### config.mk
export PLATFORM = sky130hd
export DESIGN_NAME = vga_scan_gen_flat
export DESIGN_NICKNAME = d
export VERILOG_FILES = /design/src/rtl/vga_scan_gen_pkg.sv /design/src/rtl/vga_scan_gen_if.sv /design/src/rtl/vga_scan_gen_sync_delay_line.sv /design/src/rtl/vga_scan_gen.sv /design/src/flat_wrapper.sv
export SDC_FILE = /design/constraint.sdc
export NUM_CORES = 1
export LEC_CHECK = 0
export CAP_MARGIN = 20
export CORE_MARGIN = 2
export CORE_UTILIZATION = 55
export CTS_CLUSTER_DIAMETER = 30
export DETAILED_ROUTE_END_ITERATION = 12
export PLACE_DENSITY = 0.91
export SLEW_MARGIN = 10
export SYNTH_ARGS = -nofsm -noshare
export SYNTH_HDL_FRONTEND = slang
export SYNTH_SLANG_ARGS = --single-unit
### constraint.sdc
create_clock -name vga_clk -period 6.9 [get_ports vga_clk]
set_input_delay 0.69 -clock vga_clk [delete_from_list [all_inputs] [get_ports vga_clk]]
set_output_delay 0.69 -clock vga_clk [all_outputs]
set_load 0.02 [all_outputs]
### src/rtl/vga_scan_gen_pkg.sv
// rtl/vga_scan_gen_pkg.sv - 640x480@60 raster timing constants and pixel-stage record
package vga_timing_pkg;

  localparam logic [9:0] H_VIS   = 10'd640;
  localparam logic [9:0] H_FP    = 10'd16;
  localparam logic [9:0] H_SYNC  = 10'd96;
  localparam logic [9:0] H_BP    = 10'd48;
  localparam logic [9:0] H_TOTAL = H_VIS + H_FP + H_SYNC + H_BP;

  localparam logic [9:0] V_VIS   = 10'd480;
  localparam logic [9:0] V_FP    = 10'd10;
  localparam logic [9:0] V_SYNC  = 10'd2;
  localparam logic [9:0] V_BP    = 10'd33;
  localparam logic [9:0] V_TOTAL = V_VIS + V_FP + V_SYNC + V_BP;

  // Boot position that centres the 128x128 logo on screen.
  localparam logic [9:0] ORG_C_RST = 10'd256;
  localparam logic [8:0] ORG_R_RST = 9'd176;

  typedef struct packed {
    logic [9:0]  col;
    logic [8:0]  row;
    logic        display_en;
    logic        sprite_hit;
    logic [13:0] rom_addr;
    logic        frame_start;
  } pix_t;

endpackage

### src/rtl/vga_scan_gen_if.sv
// rtl/vga_scan_gen_if.sv - scan generator outputs and sprite origin inputs
interface vga_scan_gen_if;

  logic [9:0]  sprite_c;
  logic [8:0]  sprite_r;
  logic [9:0]  col;
  logic [8:0]  row;
  logic        display_en;
  logic        sprite_hit;
  logic [13:0] rom_addr;
  logic        frame_start;
  logic [7:0]  frame_count;
  logic        hsync;
  logic        vsync;

  modport master (
    input  sprite_c, sprite_r,
    output col, row, display_en, sprite_hit, rom_addr, frame_start, frame_count, hsync, vsync
  );

  modport slave (
    output sprite_c, sprite_r,
    input  col, row, display_en, sprite_hit, rom_addr, frame_start, frame_count, hsync, vsync
  );

endinterface

### src/rtl/vga_scan_gen_sync_delay_line.sv
// rtl/vga_scan_gen_sync_delay_line.sv - DEPTH-stage shift register, resets to all ones
module sync_delay_line #(
  parameter int WIDTH = 1,
  parameter int DEPTH = 1
) (
  input  logic             clk,
  input  logic             rst,
  input  logic [WIDTH-1:0] d,
  output logic [WIDTH-1:0] q
);

  logic [DEPTH-1:0][WIDTH-1:0] shreg_q, shreg_d;

  always_comb begin
    shreg_d    = shreg_q;
    shreg_d[0] = d;
    for (int i = 1; i < DEPTH; i++) begin
      shreg_d[i] = shreg_q[i-1];
    end
  end

  always_ff @(posedge clk) begin
    if (rst) begin
      shreg_q <= '1;
    end else begin
      shreg_q <= shreg_d;
    end
  end

  assign q = shreg_q[DEPTH-1];

endmodule

### src/rtl/vga_scan_gen.sv
// rtl/vga_scan_gen.sv - 640x480 raster counters, sprite hit/ROM address, aligned syncs
module vga_scan_gen
  import vga_timing_pkg::*;
#(
  parameter int SPRITE_W   = 128,
  parameter int SPRITE_H   = 128,
  parameter int PIPE_DELAY = 2
) (
  input  logic          vga_clk,
  input  logic          rst,
  vga_scan_gen_if.master scan
);

  localparam int         AW = $clog2(SPRITE_W);
  localparam int         AH = $clog2(SPRITE_H);
  localparam logic [10:0] SW = 11'(SPRITE_W);
  localparam logic [10:0] SH = 11'(SPRITE_H);

  logic [9:0]  h_cnt_q, h_cnt_d;
  logic [9:0]  v_cnt_q, v_cnt_d;
  logic [9:0]  org_c_q, org_c_d;
  logic [8:0]  org_r_q, org_r_d;
  logic [7:0]  frame_count_q, frame_count_d;
  pix_t        pix_q, pix_d;
  logic [10:0] dx, dy;
  logic        visible, hs_raw, vs_raw;
  logic [1:0]  sync_q;

  always_comb begin
    h_cnt_d = h_cnt_q + 10'd1;
    v_cnt_d = v_cnt_q;
    org_c_d = org_c_q;
    org_r_d = org_r_q;
    if (h_cnt_q == H_TOTAL - 10'd1) begin
      h_cnt_d = '0;
      if (v_cnt_q == V_TOTAL - 10'd1) begin
        v_cnt_d = '0;
        // Origin only moves between frames so a frame never shows two positions.
        org_c_d = scan.sprite_c;
        org_r_d = scan.sprite_r;
      end else begin
        v_cnt_d = v_cnt_q + 10'd1;
      end
    end

    visible = (h_cnt_q < H_VIS) && (v_cnt_q < V_VIS);
    dx      = {1'b0, h_cnt_q} - {1'b0, org_c_q};
    dy      = {1'b0, v_cnt_q} - {2'b00, org_r_q};

    pix_d            = '0;
    pix_d.display_en = visible;
    if (visible) begin
      pix_d.col = h_cnt_q;
      pix_d.row = v_cnt_q[8:0];
    end
    pix_d.sprite_hit = visible && (h_cnt_q >= org_c_q) && (dx < SW) &&
                       (v_cnt_q >= {1'b0, org_r_q}) && (dy < SH);
    // Power-of-two sprite: dy*SPRITE_W + dx is just the bit concatenation.
    if (pix_d.sprite_hit) begin
      pix_d.rom_addr = 14'({dy[AH-1:0], dx[AW-1:0]});
    end
    pix_d.frame_start = (h_cnt_q == 10'd0) && (v_cnt_q == 10'd0);

    frame_count_d = frame_count_q + (pix_q.frame_start ? 8'd1 : 8'd0);

    hs_raw = !((h_cnt_q >= H_VIS + H_FP) && (h_cnt_q < H_VIS + H_FP + H_SYNC));
    vs_raw = !((v_cnt_q >= V_VIS + V_FP) && (v_cnt_q < V_VIS + V_FP + V_SYNC));
  end

  always_ff @(posedge vga_clk) begin
    if (rst) begin
      h_cnt_q       <= '0;
      v_cnt_q       <= '0;
      org_c_q       <= ORG_C_RST;
      org_r_q       <= ORG_R_RST;
      pix_q         <= '0;
      frame_count_q <= '0;
    end else begin
      h_cnt_q       <= h_cnt_d;
      v_cnt_q       <= v_cnt_d;
      org_c_q       <= org_c_d;
      org_r_q       <= org_r_d;
      pix_q         <= pix_d;
      frame_count_q <= frame_count_d;
    end
  end

  // One stage matching the pixel register plus the downstream ROM/pixel latency.
  sync_delay_line #(
    .WIDTH (2),
    .DEPTH (1 + PIPE_DELAY)
  ) u_sync_delay (
    .clk (vga_clk),
    .rst (rst),
    .d   ({hs_raw, vs_raw}),
    .q   (sync_q)
  );

  assign scan.col         = pix_q.col;
  assign scan.row         = pix_q.row;
  assign scan.display_en  = pix_q.display_en;
  assign scan.sprite_hit  = pix_q.sprite_hit;
  assign scan.rom_addr    = pix_q.rom_addr;
  assign scan.frame_start = pix_q.frame_start;
  assign scan.frame_count = frame_count_q;
  assign scan.hsync       = sync_q[1];
  assign scan.vsync       = sync_q[0];

endmodule
### src/flat_wrapper.sv
// flat-port wrapper written by rule: the top's interface ports become plain ports
module vga_scan_gen_flat import vga_timing_pkg::*;
#(
  parameter int SPRITE_W   = 128,
  parameter int SPRITE_H   = 128,
  parameter int PIPE_DELAY = 2
)
  (vga_clk, rst, scan_sprite_c, scan_sprite_r, scan_col, scan_row, scan_display_en, scan_sprite_hit, scan_rom_addr, scan_frame_start, scan_frame_count, scan_hsync, scan_vsync);
  vga_scan_gen_if scan_i ();
  input  logic vga_clk;
  input  logic rst;
  input wire logic [$bits(scan_i.sprite_c)-1:0] scan_sprite_c;
  input wire logic [$bits(scan_i.sprite_r)-1:0] scan_sprite_r;
  output wire logic [$bits(scan_i.col)-1:0] scan_col;
  output wire logic [$bits(scan_i.row)-1:0] scan_row;
  output wire logic [$bits(scan_i.display_en)-1:0] scan_display_en;
  output wire logic [$bits(scan_i.sprite_hit)-1:0] scan_sprite_hit;
  output wire logic [$bits(scan_i.rom_addr)-1:0] scan_rom_addr;
  output wire logic [$bits(scan_i.frame_start)-1:0] scan_frame_start;
  output wire logic [$bits(scan_i.frame_count)-1:0] scan_frame_count;
  output wire logic [$bits(scan_i.hsync)-1:0] scan_hsync;
  output wire logic [$bits(scan_i.vsync)-1:0] scan_vsync;
  assign scan_i.sprite_c = scan_sprite_c;
  assign scan_i.sprite_r = scan_sprite_r;
  assign scan_col = scan_i.col;
  assign scan_row = scan_i.row;
  assign scan_display_en = scan_i.display_en;
  assign scan_sprite_hit = scan_i.sprite_hit;
  assign scan_rom_addr = scan_i.rom_addr;
  assign scan_frame_start = scan_i.frame_start;
  assign scan_frame_count = scan_i.frame_count;
  assign scan_hsync = scan_i.hsync;
  assign scan_vsync = scan_i.vsync;
  vga_scan_gen #(.SPRITE_W(SPRITE_W), .SPRITE_H(SPRITE_H), .PIPE_DELAY(PIPE_DELAY)) u_core (.vga_clk(vga_clk), .rst(rst), .scan(scan_i));
endmodule
==> flow_summary.toml <==
# physical design summary
[run_status]
status = "finished clean"

[finish]
instances_no_fill = 610
comb_area_share_pct = 41.5
n_all_buffers = 68
drive_above_1_share_pct = 7.44
dominant-cell-class = "multi-input combinational cells"

[logic_synthesis]
edf_count = 0
synth.distinct_cells = 48
ys_seq_share_pct = 44.2
netlist.area_leader.share_pct = 44.2
ys_area_sq_um = 4030

[detailed_routing]
ant_nets = 0
wl_mm = 8.58

[grt]
grt_max_degree = 41

[worst_setup_path]
crit_buf_inv = 2
critPathSlowestCell = "or4_1"
rrSetupSlack_ns = 3.76
crit_fanout = 40
crit_cells = 8
worstPathCellList = "clkdlybuf4s50_1 > buf_4 > nor2_1 > and3_1 > o221a_2 > o21ai_0 > or4_1 > and4bb_2"

[power]
top_power_group = "registers"
pg_comb_mw = 0.0538

[floorplan]
fp_util_pct = 56.2

[worst_hold_path]
min_path_cells = 1

[placed_design]
dpl.hpwl_mm = 6.00
post-place-ws_ns = 3.36
Clock nets:
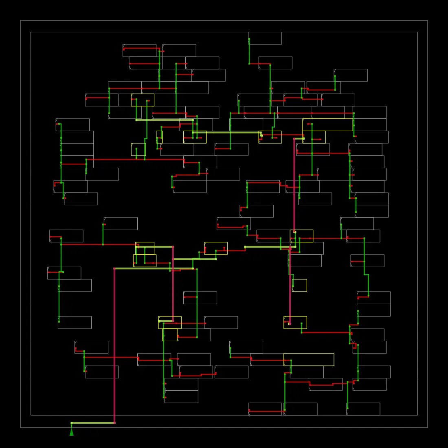
CTS sink cnt: 89
Num CTS Buffers: 9
clk_buf instances: 10

Port wiring:
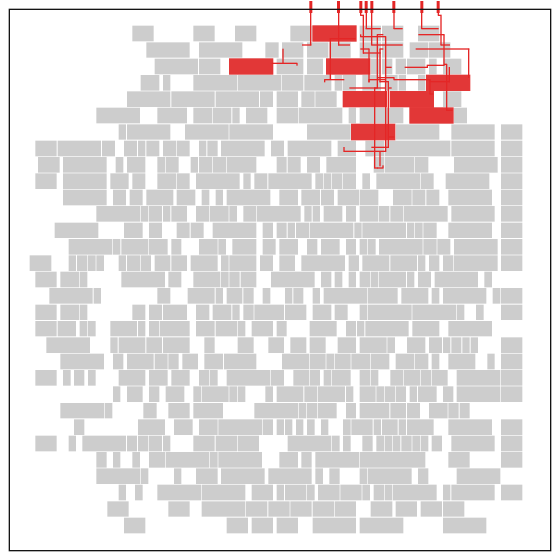
Key: scan_frame_count = red [bits 8, direction output, edge top, end cells 8, buffers 8, wire 233 um]
I/O pin count: 67
PortBufs: 66

Clock wires, drivers and flops:
The bar under the picture is 20 um long.
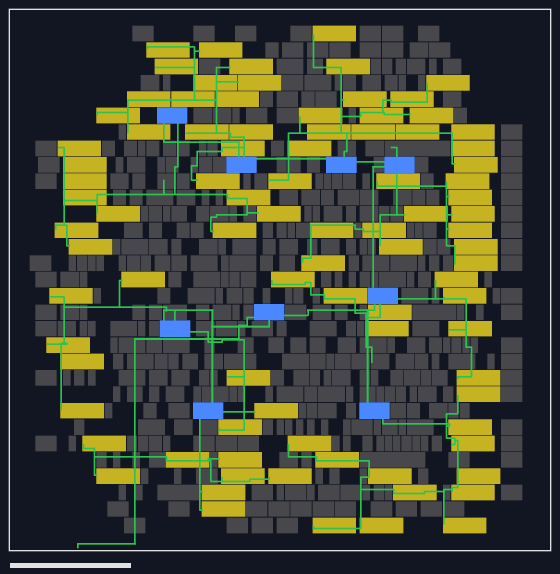
Key: clock wires = green [length 908 um]; flip-flops = yellow [count 89]; clock drivers = blue [count 9]
There are 10 routed clock nets. Position of the flops: all over the die.
clock power share: 41.0%
clock-net power: 0.400 mW
Clock Skew: 0.00692 ns
worst skew pair latency: 0.35 ns

Signal wires by layer:
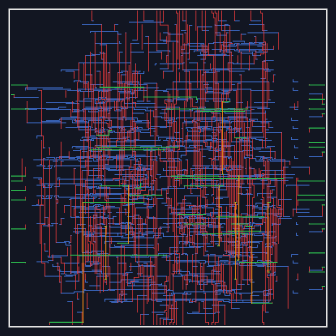
Key: metal 3 = green [wire length 423 um]; metal 2 = red [wire length 4400 um]; metal 1 = blue [wire length 3560 um]; metal 4 = orange [wire length 190 um]

Power and IR drop assume default switching activity.
